==> images/final_congestion.png <==
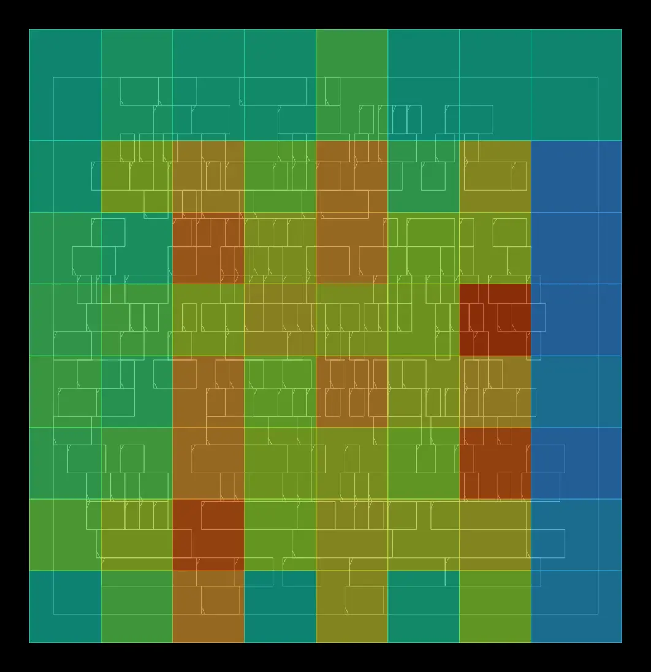
==> images/zoom.png <==
Region (16, 17) to (41, 42) um. Cells in gray, sequential cells in the stronger gray; small squares are vias.
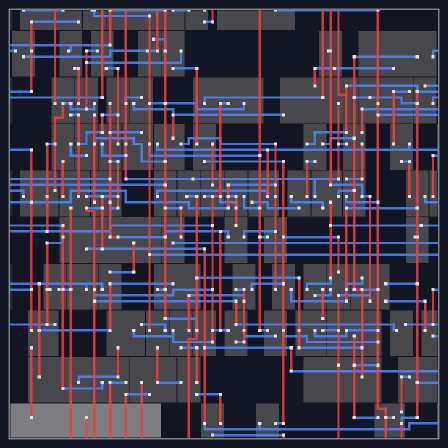
==> src/rtl/alan_sayaci.sv <==
// alan_sayaci: up/down counter for one date/time field (day, month, year,
// hour, minute). It wraps between MIN_DEGER and a runtime upper limit.
// Carry and borrow pulses in and out let several stages be chained.
// The increment and decrement buttons are edge-detected by a small FSM.
// Optional feature macro: OTOMATIK_TEKRAR_EN. When it is defined, holding
// one button auto-repeats: the first repeat comes after RPT_GECIKME cycles,
// and then one repeat follows every RPT_PERIYOT cycles.
module alan_sayaci #(
    parameter int unsigned WIDTH       = 6,
    parameter int unsigned MIN_DEGER   = 1,
    parameter int unsigned MAX_DEGER   = 12,
    parameter int unsigned RPT_GECIKME = 50000000,
    parameter int unsigned RPT_PERIYOT = 10000000
) (
    input  logic             clk,
    input  logic             reset,
    input  logic             stop,
    input  logic             artir_btn,
    input  logic             azalt_btn,
    input  logic             artir_in,
    input  logic             azalt_in,
    input  logic [WIDTH-1:0] ust_sinir,
    output logic             artir_out,
    output logic             azalt_out,
    output logic [WIDTH-1:0] deger
);

    localparam logic [WIDTH-1:0] MIN_W = WIDTH'(MIN_DEGER);
    localparam logic [WIDTH-1:0] MAX_W = WIDTH'(MAX_DEGER);
    localparam logic [WIDTH-1:0] BIR_W = WIDTH'(1);

    typedef enum logic [0:0] {
        BEKLE  = 1'b0,
        BASILI = 1'b1
    } durum_t;

    durum_t           durum_r;
    durum_t           durum_s;
    logic             tek_s;
    logic             btn_artir_olay_s;
    logic             btn_azalt_olay_s;
    logic             rpt_olay_s;
    logic             inc_s;
    logic             dec_s;
    logic [WIDTH-1:0] ust_s;
    logic [WIDTH-1:0] deger_r;
    logic             artir_out_r;
    logic             azalt_out_r;

    // This is high when exactly one button is held. Only then can a button event occur.
    assign tek_s = artir_btn ^ azalt_btn;

    // Clamp the runtime limit into [MIN_DEGER, MAX_DEGER].
    always_comb begin
        ust_s = ust_sinir;
        if (ust_sinir < MIN_W) begin
            ust_s = MIN_W;
        end else if (ust_sinir > MAX_W) begin
            ust_s = MAX_W;
        end else begin
            ust_s = ust_sinir;
        end
    end

`ifdef OTOMATIK_TEKRAR_EN
    logic [31:0] rpt_say_r;
    logic        rpt_faz_r;
    logic [31:0] rpt_hedef_s;

    // The first target is the initial delay. After the first repeat, the target is the period.
    assign rpt_hedef_s = rpt_faz_r ? (RPT_PERIYOT - 32'd1) : (RPT_GECIKME - 32'd1);
    assign rpt_olay_s  = (durum_r == BASILI) && tek_s && (rpt_say_r == rpt_hedef_s);

    // Hold counter. It runs only in BASILI with a single button held, and restarts on every repeat event.
    always_ff @(posedge clk or negedge reset) begin
        if (!reset) begin
            rpt_say_r <= 32'd0;
            rpt_faz_r <= 1'b0;
        end else if ((durum_r != BASILI) || !tek_s) begin
            rpt_say_r <= 32'd0;
            rpt_faz_r <= 1'b0;
        end else if (rpt_say_r == rpt_hedef_s) begin
            rpt_say_r <= 32'd0;
            rpt_faz_r <= 1'b1;
        end else begin
            rpt_say_r <= rpt_say_r + 32'd1;
            rpt_faz_r <= rpt_faz_r;
        end
    end
`else
    assign rpt_olay_s = 1'b0;

    // Repeat timing has no effect in this build. An empty guard block keeps the parameters referenced.
    if ((RPT_GECIKME == 0) || (RPT_PERIYOT == 0)) begin : g_rpt_etkisiz
    end
`endif

    // Button FSM state register.
    always_ff @(posedge clk or negedge reset) begin
        if (!reset) begin
            durum_r <= BEKLE;
        end else begin
            durum_r <= durum_s;
        end
    end

    // Next state and events. An event occurs on a press from idle, or on a repeat while held.
    always_comb begin
        durum_s          = durum_r;
        btn_artir_olay_s = 1'b0;
        btn_azalt_olay_s = 1'b0;
        case (durum_r)
            BEKLE: begin
                if (artir_btn || azalt_btn) begin
                    durum_s          = BASILI;
                    btn_artir_olay_s = tek_s && artir_btn;
                    btn_azalt_olay_s = tek_s && azalt_btn;
                end else begin
                    durum_s = BEKLE;
                end
            end
            BASILI: begin
                if (!artir_btn && !azalt_btn) begin
                    durum_s = BEKLE;
                end else begin
                    durum_s          = BASILI;
                    btn_artir_olay_s = rpt_olay_s && artir_btn;
                    btn_azalt_olay_s = rpt_olay_s && azalt_btn;
                end
            end
            default: begin
                durum_s = BEKLE;
            end
        endcase
    end

    assign inc_s = artir_in || btn_artir_olay_s;
    assign dec_s = azalt_in || btn_azalt_olay_s;

    // Field value and wrap pulses. stop freezes everything, and any event is dropped.
    // A limit that has shrunk is fixed before any request is served.
    always_ff @(posedge clk or negedge reset) begin
        if (!reset) begin
            deger_r     <= MIN_W;
            artir_out_r <= 1'b0;
            azalt_out_r <= 1'b0;
        end else if (stop) begin
            deger_r     <= deger_r;
            artir_out_r <= 1'b0;
            azalt_out_r <= 1'b0;
        end else if (deger_r > ust_s) begin
            deger_r     <= ust_s;
            artir_out_r <= 1'b0;
            azalt_out_r <= 1'b0;
        end else if (inc_s && !dec_s) begin
            if (deger_r == ust_s) begin
                deger_r     <= MIN_W;
                artir_out_r <= 1'b1;
            end else begin
                deger_r     <= deger_r + BIR_W;
                artir_out_r <= 1'b0;
            end
            azalt_out_r <= 1'b0;
        end else if (dec_s && !inc_s) begin
            if (deger_r == MIN_W) begin
                deger_r     <= ust_s;
                azalt_out_r <= 1'b1;
            end else begin
                deger_r     <= deger_r - BIR_W;
                azalt_out_r <= 1'b0;
            end
            artir_out_r <= 1'b0;
        end else begin
            deger_r     <= deger_r;
            artir_out_r <= 1'b0;
            azalt_out_r <= 1'b0;
        end
    end

    assign deger     = deger_r;
    assign artir_out = artir_out_r;
    assign azalt_out = azalt_out_r;

endmodule

==> config.mk <==
export PLATFORM = sky130hd
export DESIGN_NAME = alan_sayaci
export DESIGN_NICKNAME = d
export VERILOG_FILES = /design/src/rtl/alan_sayaci.sv
export SDC_FILE = /design/constraint.sdc
export NUM_CORES = 1
export LEC_CHECK = 0
export ABC_AREA = 1
export CAP_MARGIN = 20
export CORE_AREA = 2 2 55 57
export DETAILED_ROUTE_END_ITERATION = 8
export DIE_AREA = 0 0 57 59
export GPL_ROUTABILITY_DRIVEN = 1
export GPL_TIMING_DRIVEN = 0
export REMOVE_ABC_BUFFERS = 1
export SLEW_MARGIN = 20
export SYNTH_ARGS = -nofsm -noshare
export SYNTH_HDL_FRONTEND = slang
export SYNTH_SLANG_ARGS = --single-unit
==> constraint.sdc <==
create_clock -name clk -period 2.15 [get_ports clk]
set_input_delay 0.215 -clock clk [delete_from_list [all_inputs] [get_ports clk]]
set_output_delay 0.215 -clock clk [all_outputs]
set_load 0.05 [all_outputs]
==> ci_impl_report.md <==
## PnR job results

| Metric | Value |
|---|---|
| Run status | `finished clean` |
| Critical path destination | `deger[0]` |
| Top-count cell post-synth | `sky130_fd_sc_hd__nand2_1` |
| Signed area change from the synthesized netlist to the final layout | `29.3%` |
| Number of non-clock buffers | `21` |
| Root buf cell | `sky130_fd_sc_hd__clkbuf_4` |
| Number of enable flip-flop cells | `0` |
| Yosys top cell by area | `sky130_fd_sc_hd__nand2_1` |
| Stages on worst setup path | `13` |
| Critical path data arrival time | `2.22 ns` |
| Number of instances in the synthesized netlist | `165` |
| Number of library cell types mapped by synthesis | `27` |
| Final Skew | `0.00141 ns` |
| Final #Nets | `213` |
| Seq power | `0.000364 W` |
| Biggest cell category by area in the final layout | `combinational gates` |
| Fraction of post-synthesis cell area in the top cell type by area | `20.0%` |
| FFs w/ async S/R, synth | `100%` |
| Total buffers and inverters traversed by the critical path | `1` |
| Top cells by count | `57 x sky130_fd_sc_hd__nand2_1, 24 x sky130_fd_sc_hd__inv_1, 12 x sky130_fd_sc_hd__nor2_1` |
| Port Buffers | `20` |
| Area taken by flip-flops and latches | `226 sq um` |
| Multi-input gates | `128` |
| Number of synthesized register bits | `9` |
| Final clock-cell share | `1.90%` |
| Number of hold-repair buffers added at the cts stage | `0` |
| Combinational share of cell area | `56.2%` |
| Setup Total Neg Slack | `0 ns` |
| First-pass iteration count of the detailed router | `4` |
| Peak supply drop | `0.000842 V` |
| Chip area | `0.00336 sq mm` |
| Power dissipated in the clock network | `0.000125 W` |
| Final setup viols | `0` |
| # rows | `19` |
| Horizontal die size | `57 um` |
| Share of the clock period used by the worst path | `93.9%` |
| Warnings, synthesis | `0` |
| Layout sequential cell count | `9` |
| Design internal power | `0.000753 W` |
| TritonCTS Sinks | `9` |
| Combinational cell area excluding buffers and inverters | `778 sq um` |
| Delay of the slowest cell on the worst path | `0.50 ns` |
| Power density over the cells | `1240 mW/mm^2` |
| Num CTS Buffers | `3` |
| Antenna violations before repair | `0` |
## Picture notes: final_congestion.png
global-route track usage on met1: 19.5%
Total Routing Usage GR: 16.0%
Routed wire per std cell: 10.9 um
final core utilization: 51.1%

## Picture notes: zoom.png
- met2: red
- met1: blue
- cells with their middle in the window: 70
- sequential cells in the window: 1
- netlist names of flops here include: artir_out (1)
- most frequent: nand2_1 (29), inv_1 (8), nand3_1 (8)

cell families after synthesis:
kind of cell             Yosys count  share of synthesized area, %
buffers and inverters             29                          10.5
XOR/XNOR                           6                          4.91
adder cells (fa/ha/maj)            9                          10.5
AND/OR/NAND/NOR                  101                          45.4
flip-flops                         9                          21.1
AND-OR/OR-AND                     10                          7.13
other                              1                         0.350
per-stage QoR:
stage          hold WS [ns]  power, W  setup WS, ns  utilization, %  std cells
3_5_place_dp          0.524   0.00154        -0.373            48.3        216
2_1_floorplan       -0.0806   0.00123         0.195               -        165
6_report              0.245   0.00171         0.130            51.1        221
3_3_place_gp          0.512   0.00152        -0.301            48.3        216
5_1_grt               0.256   0.00190       -0.0206            51.1        221
4_1_cts               0.253   0.00168        0.0654            49.4        220
No activity file was given, so power comes from the tool's default toggle rates.
